`config.mk`:
```
export PLATFORM = sky130hd
export DESIGN_NAME = fwd_lookup_dispatch
export DESIGN_NICKNAME = d
export VERILOG_FILES = /design/src/rtl/fwd_lookup_dispatch_pkg.sv /design/src/rtl/fwd_lookup_fifo.sv /design/src/rtl/fwd_lookup_dispatch.sv
export SDC_FILE = /design/constraint.sdc
export NUM_CORES = 1
export LEC_CHECK = 0
export ABC_CLOCK_PERIOD_IN_PS = 2800
export CAP_MARGIN = 15
export CORE_ASPECT_RATIO = 0.7
export CORE_UTILIZATION = 47
export DETAILED_ROUTE_END_ITERATION = 10
export PLACE_DENSITY = 0.75
export SLEW_MARGIN = 40
export SYNTH_ARGS = -nofsm -noshare
export SYNTH_HDL_FRONTEND = slang
export SYNTH_SLANG_ARGS = --single-unit
```
`constraint.sdc`:
```
create_clock -name clk -period 2.8 [get_ports clk]
set_input_delay 0.56 -clock clk [delete_from_list [all_inputs] [get_ports clk]]
set_output_delay 0.56 -clock clk [all_outputs]
set_load 0.05 [all_outputs]
```
`src/rtl/fwd_lookup_dispatch_pkg.sv`:
```
// Shared forwarding-table types: port count, endpoint type and the
// resolved-result record carried by the dispatch result FIFO.
package SiliconNetTypes;

  localparam int unsigned SN_NUM_PORTS = 8;
  localparam int unsigned SN_EPW       = $clog2(SN_NUM_PORTS);

  typedef logic [SN_EPW-1:0] endpoint_t;

  typedef struct packed {
    endpoint_t endpoint;
    logic      missed;
    logic      special;
  } FWD_RESULT;

endpackage

```
`src/rtl/fwd_lookup_fifo.sv`:
```
// Synchronous FIFO with occupancy count; power-of-two depth, async reset.
module fwd_lookup_fifo #(
  parameter  int unsigned WIDTH = 8,
  parameter  int unsigned DEPTH = 8,
  localparam int unsigned AW    = $clog2(DEPTH),
  localparam int unsigned CW    = AW + 1
) (
  input  logic             clk,
  input  logic             rst,
  input  logic             push,
  input  logic [WIDTH-1:0] din,
  input  logic             pop,
  output logic [WIDTH-1:0] dout,
  output logic             full,
  output logic             empty,
  output logic [CW-1:0]    count
);

  logic [WIDTH-1:0] r_mem [DEPTH];
  logic [AW-1:0]    r_wr_ptr;
  logic [AW-1:0]    r_rd_ptr;
  logic [CW-1:0]    r_count;
  logic             w_push;
  logic             w_pop;

  assign w_push = push && !full;
  assign w_pop  = pop && !empty;

  always_ff @(posedge clk) begin
    if (w_push) r_mem[r_wr_ptr] <= din;
  end

  // Pointers wrap naturally because DEPTH is a power of two.
  always_ff @(posedge clk or posedge rst) begin
    if (rst) begin
      r_wr_ptr <= '0;
      r_rd_ptr <= '0;
      r_count  <= '0;
    end else begin
      if (w_push) r_wr_ptr <= r_wr_ptr + 1'b1;
      if (w_pop)  r_rd_ptr <= r_rd_ptr + 1'b1;
      case ({w_push, w_pop})
        2'b10:   r_count <= r_count + 1'b1;
        2'b01:   r_count <= r_count - 1'b1;
        default: r_count <= r_count;
      endcase
    end
  end

  assign dout  = r_mem[r_rd_ptr];
  assign full  = (r_count == CW'(DEPTH));
  assign empty = (r_count == '0);
  assign count = r_count;

endmodule

```
`src/rtl/fwd_lookup_dispatch.sv`:
```
// Forwarding-table request front end: credit-limited issue, in-order tag/result
// pairing, miss/special resolution. Optional counters under FWD_LOOKUP_STATS_EN.
module fwd_lookup_dispatch
  import SiliconNetTypes::*;
#(
  parameter  int unsigned WIDTH     = 64,
  parameter  int unsigned NUM_PORTS = SN_NUM_PORTS,
  parameter  int unsigned TAG_WIDTH = 16,
  parameter  int unsigned DEPTH     = 8,
  localparam int unsigned EPW       = $clog2(NUM_PORTS)
) (
  input  logic                 clk,
  input  logic                 rst,
  input  logic                 req_valid,
  output logic                 req_ready,
  input  logic [WIDTH-1:0]     req_key,
  input  logic [TAG_WIDTH-1:0] req_tag,
  output logic                 key_valid_out,
  output logic [WIDTH-1:0]     key_check_out,
  input  logic                 endpoint_valid_in,
  input  logic [EPW-1:0]       endpoint_in,
  input  logic                 endpoint_missed_in,
  input  logic                 endpoint_special_in,
  input  logic [EPW-1:0]       default_endpoint_in,
  input  logic [EPW-1:0]       local_endpoint_in,
  output logic                 rsp_valid,
  input  logic                 rsp_ready,
  output logic [TAG_WIDTH-1:0] rsp_tag,
  output logic [EPW-1:0]       rsp_endpoint,
  output logic                 rsp_missed,
  output logic                 rsp_special,
  output logic                 protocol_err
`ifdef FWD_LOOKUP_STATS_EN
  ,
  output logic [31:0]          stat_hit,
  output logic [31:0]          stat_miss,
  output logic [31:0]          stat_special
`endif
);

  localparam int unsigned CW = $clog2(DEPTH) + 1;
  localparam int unsigned RW = $bits(FWD_RESULT);

  logic [CW-1:0]        r_outstanding;
  logic                 r_key_valid;
  logic [WIDTH-1:0]     r_key_check;
  logic                 r_protocol_err;

  logic                 w_req_fire;
  logic                 w_rsp_fire;
  logic                 w_err_evt;
  logic                 w_res_push;
  FWD_RESULT            w_res_in;
  FWD_RESULT            w_res_out;
  logic [TAG_WIDTH-1:0] w_tag_head;
  logic                 w_tag_full;
  logic                 w_tag_empty;
  logic [CW-1:0]        w_tag_count;
  logic                 w_res_full;
  logic                 w_res_empty;
  logic [CW-1:0]        w_res_count;

  assign req_ready  = (r_outstanding < CW'(DEPTH));
  assign w_req_fire = req_valid && req_ready;
  assign w_rsp_fire = rsp_valid && rsp_ready;

  always_ff @(posedge clk or posedge rst) begin
    if (rst) begin
      r_outstanding <= '0;
    end else if (w_req_fire && !w_rsp_fire) begin
      r_outstanding <= r_outstanding + 1'b1;
    end else if (!w_req_fire && w_rsp_fire) begin
      r_outstanding <= r_outstanding - 1'b1;
    end
  end

  always_ff @(posedge clk or posedge rst) begin
    if (rst) begin
      r_key_valid <= 1'b0;
      r_key_check <= '0;
    end else if (w_req_fire) begin
      r_key_valid <= 1'b1;
      r_key_check <= req_key;
    end else begin
      r_key_valid <= 1'b0;
      r_key_check <= '0;
    end
  end

  assign key_valid_out = r_key_valid;
  assign key_check_out = r_key_check;

  // Special match outranks miss; a hit passes the table's endpoint through.
  always_comb begin
    w_res_in          = '0;
    w_res_in.endpoint = endpoint_in;
    if (endpoint_special_in) begin
      w_res_in.endpoint = local_endpoint_in;
      w_res_in.special  = 1'b1;
    end else if (endpoint_missed_in) begin
      w_res_in.endpoint = default_endpoint_in;
      w_res_in.missed   = 1'b1;
    end
  end

  // A result with every issued tag already matched has no owner.
  assign w_err_evt  = endpoint_valid_in && (w_res_count == w_tag_count);
  assign w_res_push = endpoint_valid_in && !w_err_evt && !w_res_full;

  always_ff @(posedge clk or posedge rst) begin
    if (rst) begin
      r_protocol_err <= 1'b0;
    end else if (w_err_evt) begin
      r_protocol_err <= 1'b1;
    end
  end

  assign protocol_err = r_protocol_err;

  fwd_lookup_fifo #(
    .WIDTH (TAG_WIDTH),
    .DEPTH (DEPTH)
  ) u_tag_fifo (
    .clk   (clk),
    .rst   (rst),
    .push  (w_req_fire && !w_tag_full),
    .din   (req_tag),
    .pop   (w_rsp_fire),
    .dout  (w_tag_head),
    .full  (w_tag_full),
    .empty (w_tag_empty),
    .count (w_tag_count)
  );

  fwd_lookup_fifo #(
    .WIDTH (RW),
    .DEPTH (DEPTH)
  ) u_res_fifo (
    .clk   (clk),
    .rst   (rst),
    .push  (w_res_push),
    .din   (w_res_in),
    .pop   (w_rsp_fire),
    .dout  (w_res_out),
    .full  (w_res_full),
    .empty (w_res_empty),
    .count (w_res_count)
  );

  // Fields are zeroed while idle so unwritten FIFO storage never leaks out.
  assign rsp_valid    = !w_res_empty && !w_tag_empty;
  assign rsp_tag      = rsp_valid ? w_tag_head : '0;
  assign rsp_endpoint = rsp_valid ? w_res_out.endpoint : '0;
  assign rsp_missed   = rsp_valid && w_res_out.missed;
  assign rsp_special  = rsp_valid && w_res_out.special;

`ifdef FWD_LOOKUP_STATS_EN
  logic [31:0] r_stat_hit;
  logic [31:0] r_stat_miss;
  logic [31:0] r_stat_special;

  always_ff @(posedge clk or posedge rst) begin
    if (rst) begin
      r_stat_hit     <= '0;
      r_stat_miss    <= '0;
      r_stat_special <= '0;
    end else if (w_res_push) begin
      if (w_res_in.special)     r_stat_special <= r_stat_special + 32'd1;
      else if (w_res_in.missed) r_stat_miss    <= r_stat_miss + 32'd1;
      else                      r_stat_hit     <= r_stat_hit + 32'd1;
    end
  end

  assign stat_hit     = r_stat_hit;
  assign stat_miss    = r_stat_miss;
  assign stat_special = r_stat_special;
`endif

endmodule
```
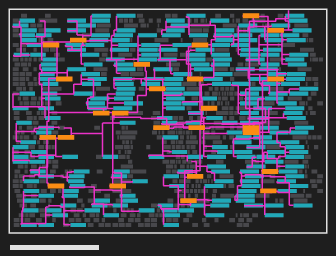
Fig. 1. Routed clock nets over the placement (run 1).
Bar = 50 um.
[clock wires] magenta | length: 2820 um
[cells driving clock nets] orange | count: 25
[flip-flops] cyan | count: 258
flops lie	all over the die
routed clock nets	26
clock network fraction of total power: 24.6%
Clk. pwr: 3.65 mW

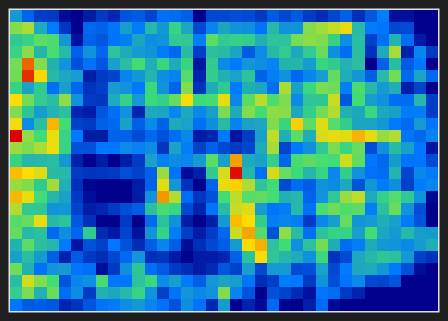
Fig. 2. Routed metal per tile (run 1).
35 x 25 tiles, from dark blue (low) to red (high), scaled to the fullest tile. Values are wire area over tile area, all layers added.
fullest tile	0.47
mean over tiles	0.15
tiles over half the peak	17%
nearly empty tiles	5.9%
Routed wire per std cell: 18.91 um
via count: 5586
total track usage: 19.29%
Routed WL: 20510 um

==> results.sh, run 1 <==
# yosys + openroad results
export IMPL_cp_slowest_stage_delay_ns=0.40
export IMPL_cpMostUsedCell="inv_4"
export IMPL_fin_cells=1085
export IMPL_clock_skew_ns=0.01294
export IMPL_tns_ns=0
export IMPL_grt_pass1_wl_um=32490
export IMPL_drtIter0Drc=427
export IMPL_clockBufferCount=27
export IMPL_htreeDepth=1
export IMPL_pre_cts_ws_ns=-0.04330
export IMPL_gp_congestion=0.8244
export IMPL_crit_fanout=5
export IMPL_regMostFlops="u_tag_fifo.r_mem"
export IMPL_rrSetupSlack_ns=0.03
export IMPL_p_leak_nw=5.099
export IMPL_crit_type="flip-flop to flip-flop"
export IMPL_synth_distinct_cells=40
export IMPL_syn_avg_cell_area_um2=17.73
export IMPL_grt_busiest_layer="met2"
export IMPL_hold_path_startpoint="u_tag_fifo.r_rd_ptr[2]"
export IMPL_adder_share_pct=1.820
export IMPL_min_path_cells=1
export IMPL_hold_buffers=0
export IMPL_slew_limit_headroom_pct=56.82
export IMPL_clkCellAreaFrac_pct=6.794
export IMPL_synthSimpleGateAreaFrac_pct=7.741
export IMPL_wirelength_met1_um=8627
export IMPL_row_count=44
export IMPL_grt_overflow_total=0
export IMPL_io_buffers=184
export IMPL_cp_slowest_cell="or3_4"
export IMPL_max_vdd_ir_drop_mv=0.5514
export IMPL_holdCritPathClass="flip-flop to flip-flop"
export IMPL_end_kind="flip-flop"
export IMPL_crit_path_start="u_res_fifo.count[1]"
export IMPL_setup_viol=0
export IMPL_clk_pin_slew_ns=0.06
export IMPL_run_status="finished clean"
export IMPL_io_pins=185
export IMPL_dp_hpwl_um=13630
export IMPL_worst_slew_pin_slew_ns=0.6410
export IMPL_yosys_cells=566
export IMPL_initial_utilization_pct=48.23
export IMPL_die_area_um2=21950
export IMPL_buf_share_pct=15.93
export IMPL_grt_max_degree=91
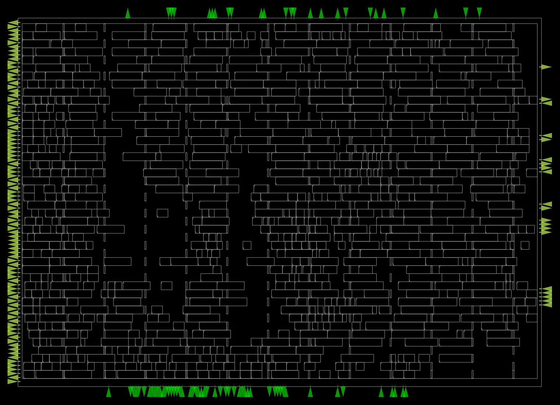
Fig. 3. Cell outlines without signal wires (run 1).
Seq/total area: 54.51%
Tap Count: 276

==> run 1: cells in the final DEF, fill, tap and decap left out, types with 3 or more instances in the layout <==
cell type	count
bufinv_16	6
nand2b_1	6
ha_1	10
nor3_1	6
nand2_1	10
xnor2_1	14
nor2_1	34
a21oi_1	5
inv_4	3
ha_4	3
mux4_2	42
clkinv_1	4
nand4_1	3
clkdlybuf4s50_1	162
mux2_2	5
buf_12	3
inv_1	4
dfrtp_1	89
xor2_1	10
clkbuf_16	25
mux2i_1	24
clkinv_2	5
edfxtp_1	168
o21ai_0	7
and2_1	65
buf_4	57
==> run 1: power breakdown <==
group | total (mW) | switching (mW) | leakage [nW] | internal (mW)
clock network | 3.65 | 1.40 | 0.448 | 2.25
logic | 6.12 | 3.64 | 1.97 | 2.48
registers | 5.09 | 0.357 | 2.68 | 4.73
Fig. 4: run 1, cells by drive strength
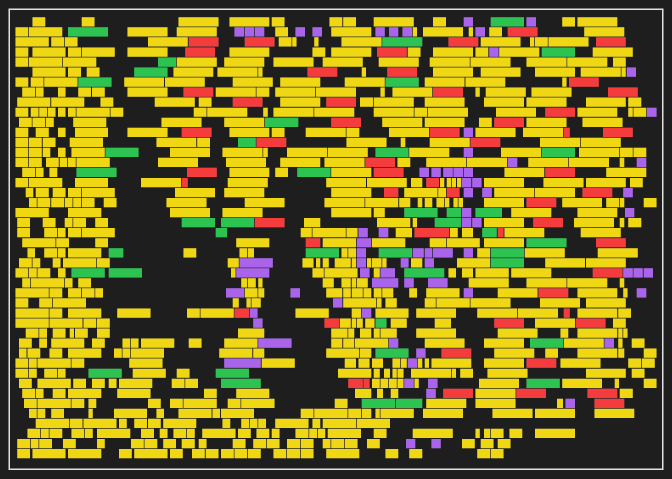

--- run 2 (diff from run 1) ---
--- a/config.mk
+++ b/config.mk
@@ -5,12 +5,12 @@
 export SDC_FILE = /design/constraint.sdc
 export NUM_CORES = 1
 export LEC_CHECK = 0
-export ABC_CLOCK_PERIOD_IN_PS = 2800
+export ABC_CLOCK_PERIOD_IN_PS = 3000
 export CAP_MARGIN = 15
 export CORE_ASPECT_RATIO = 0.7
-export CORE_UTILIZATION = 47
+export CORE_UTILIZATION = 52
 export DETAILED_ROUTE_END_ITERATION = 10
-export PLACE_DENSITY = 0.75
+export PLACE_DENSITY = 0.78
 export SLEW_MARGIN = 40
 export SYNTH_ARGS = -nofsm -noshare
 export SYNTH_HDL_FRONTEND = slang
==> constraint.sdc (replaced) <==
create_clock -name clk -period 3 [get_ports clk]
set_input_delay 0.6 -clock clk [delete_from_list [all_inputs] [get_ports clk]]
set_output_delay 0.6 -clock clk [all_outputs]
set_load 0.05 [all_outputs]
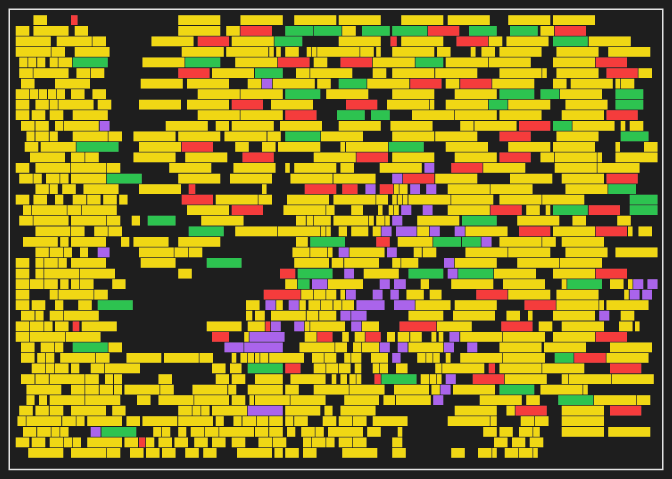
Fig. 5. Cells by drive strength (run 2).
size	colour	cells
drive 2	red	60
drive 3 to 4	purple	55
drive 1 or less	yellow	638
drive 6 and up	green	51
final worst setup slack: 0.1113 ns
fin area: 13390 um^2
area grow syn2layout: 33.38%
bufs w/o clock: 220

==> run 2 against run 1 <==
  * The run now ends with design-rule violations left
  * Hold slack lost 0.0095 ns
  * Fmax shrank 4.0%
  * Wire length shrank 0.24%
  * Combinational power grew 3.4%
  * Utilization grew 6.4 points
  * Cell count shrank 3.6%
  * Largest cell class unchanged
==> results.sh, run 2 <==
# yosys + openroad results
export IMPL_drtIter0Drc=425
export IMPL_regMostFlops="u_tag_fifo.r_mem"
export IMPL_htreeDepth=1
export IMPL_buf_share_pct=17.05
export IMPL_pre_cts_ws_ns=0.003925
export IMPL_tns_ns=0
export IMPL_power_clock_mw=3.05
export IMPL_dp_hpwl_um=13520
export IMPL_drt_wl_total_um=20460
export IMPL_clkCellAreaFrac_pct=6.065
export IMPL_grt_pass1_wl_um=32180
export IMPL_clockPowerShare_pct=21.5
export IMPL_setup_viol=0
export IMPL_syn_avg_cell_area_um2=17.73
export IMPL_violations="design-rule violations"
export IMPL_crit_type="flip-flop to flip-flop"
export IMPL_drc=2
export IMPL_p_seq_mw=4.77
export IMPL_clk_pin_slew_ns=0.07
export IMPL_clock_skew_ns=0.008976
export IMPL_vias=5498
export IMPL_run_status="finished, violations left"
export IMPL_mostFrequentLayoutCells="edfxtp_1 (168), clkdlybuf4s50_1 (162), dfrtp_1 (88)"
export IMPL_crit_fanout=5
export IMPL_crit_path_start="u_tag_fifo.count[0]"
export IMPL_comb_power_mw=6.33
export IMPL_yosys_cells=566
export IMPL_seqPwrFrac_pct=33.7
export IMPL_holdCritPathClass="flip-flop to flip-flop"
## run 2: worst min path at each step
stage	end	slack, ns	cells after the start
2_1_floorplan	r_outstanding[2]	0.46	2
3_3_place_gp	u_tag_fifo.r_rd_ptr[2]	0.46	1
3_5_place_dp	u_tag_fifo.r_rd_ptr[2]	0.46	1
4_1_cts	u_tag_fifo.r_rd_ptr[2]	0.47	1
5_1_grt	u_tag_fifo.r_rd_ptr[2]	0.48	1
6_report	u_tag_fifo.r_rd_ptr[2]	0.46	1
## run 2: logic make-up after synthesis
logic type	synth area share, %
buf+inv	1.546
xor+xnor	2.094
fa+ha+maj	1.820
compound gates	1.421
mux	12.68
simple gates	7.741
flops	72.70
## run 2: timing repair
action,CTS,global route
setup endpoints to repair,0,1
gates resized,0,4
setup buffers,0,5
Fig. 6: run 2, sequential cells grouped by signal name
Bar = 50 um. Other sequential cells in the stronger grey, the rest of the logic in the fainter grey.
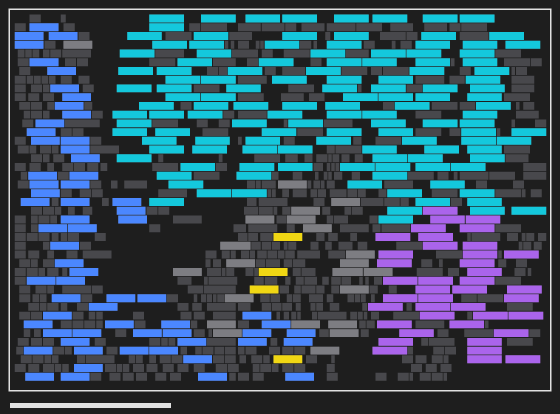

--- run 3 (diff from run 2) ---
==> constraint.sdc (replaced) <==
create_clock -name clk -period 3 [get_ports clk]
set_input_delay 0.75 -clock clk [delete_from_list [all_inputs] [get_ports clk]]
set_output_delay 0.75 -clock clk [all_outputs]
set_load 0.05 [all_outputs]
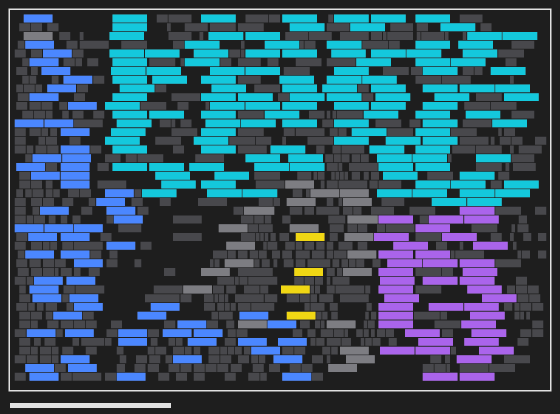
Fig. 7. Sequential cells grouped by signal name (run 3).
Bar = 50 um. Other sequential cells in the stronger grey, the rest of the logic in the fainter grey.
netlist name	colour	placed flops
u_res_fifo.count	yellow	4
u_tag_fifo.r_mem	cyan	128
u_res_fifo.r_mem	purple	40
key_check_out	blue	64

==> run 3 against run 2 <==
  * Largest cell class unchanged
  * Clock-buffer cell count increased by 5
  * Largest power group unchanged
  * Critical path type is now flip-flop to output pin
  * The flow now finishes without violations
  * Clock skew grew 0.0037 ns
  * Sequential share of layout area is 0.77 points lower
  * Clock power grew 6%
==> results.sh, run 3 <==
# yosys + openroad results
export IMPL_pre_cts_ws_ns=-0.1293
export IMPL_die_area_um2=19870
export IMPL_grt_use_total_pct=22.07
export IMPL_setup_ws_ns=0.07550
export IMPL_fin_cells=1059
export IMPL_drt_wl_total_um=21380
export IMPL_gp_congestion=0.7880
export IMPL_synth_cellmix_xorXnorShare_pct=2.094
export IMPL_synthSimpleGateAreaFrac_pct=7.741
export IMPL_end_kind="output pin"
export IMPL_switching_share_pct=35.88
export IMPL_top_power_group="combinational cells"
export IMPL_dp_hpwl_um=14490
export IMPL_run_status="finished clean"
export IMPL_comb_power_mw=6.42
export IMPL_regMostFlops="u_tag_fifo.r_mem"
export IMPL_worst_slew_pin_slew_ns=0.6294
export IMPL_yosys_cells=566
export IMPL_syn_avg_cell_area_um2=17.73
export IMPL_design_area_um2=13580
export IMPL_netSwitchingPower_mw=5.176
export IMPL_crit_path_start="u_tag_fifo.r_rd_ptr[0]"
export IMPL_syn_to_final_growth_pct=35.30
run 3: netlist changes by cell type in the layout (fill, tap and decap cells not counted), sizes merged:
cell / change
clkbuf: +5
clkinv: -3
bufinv: +1
buf: +10
run 3: cell type report:
| class | count | area (um^2) |
|---|---|---|
| flip-flops and latches | 258 | 7300 |
| inverters | 8 | 36.28 |
| repair buffers | 230 | 2449 |
| clock buffers | 38 | 758.2 |
| multi-input cells | 273 | 2625 |
| clock inverters | 10 | 110.1 |
| fillers | 1179 | 5338 |
| well taps | 242 | 302.8 |
run 3: timing repair:
action | in CTS | in global routing
cloned | 0 | 0
setup endpoints to repair | 8 | 6
gates resized | 0 | 3
pin swaps | 0 | 1
setup buffers | 2 | 1
No activity file was given, so power comes from the tool's default toggle rates.
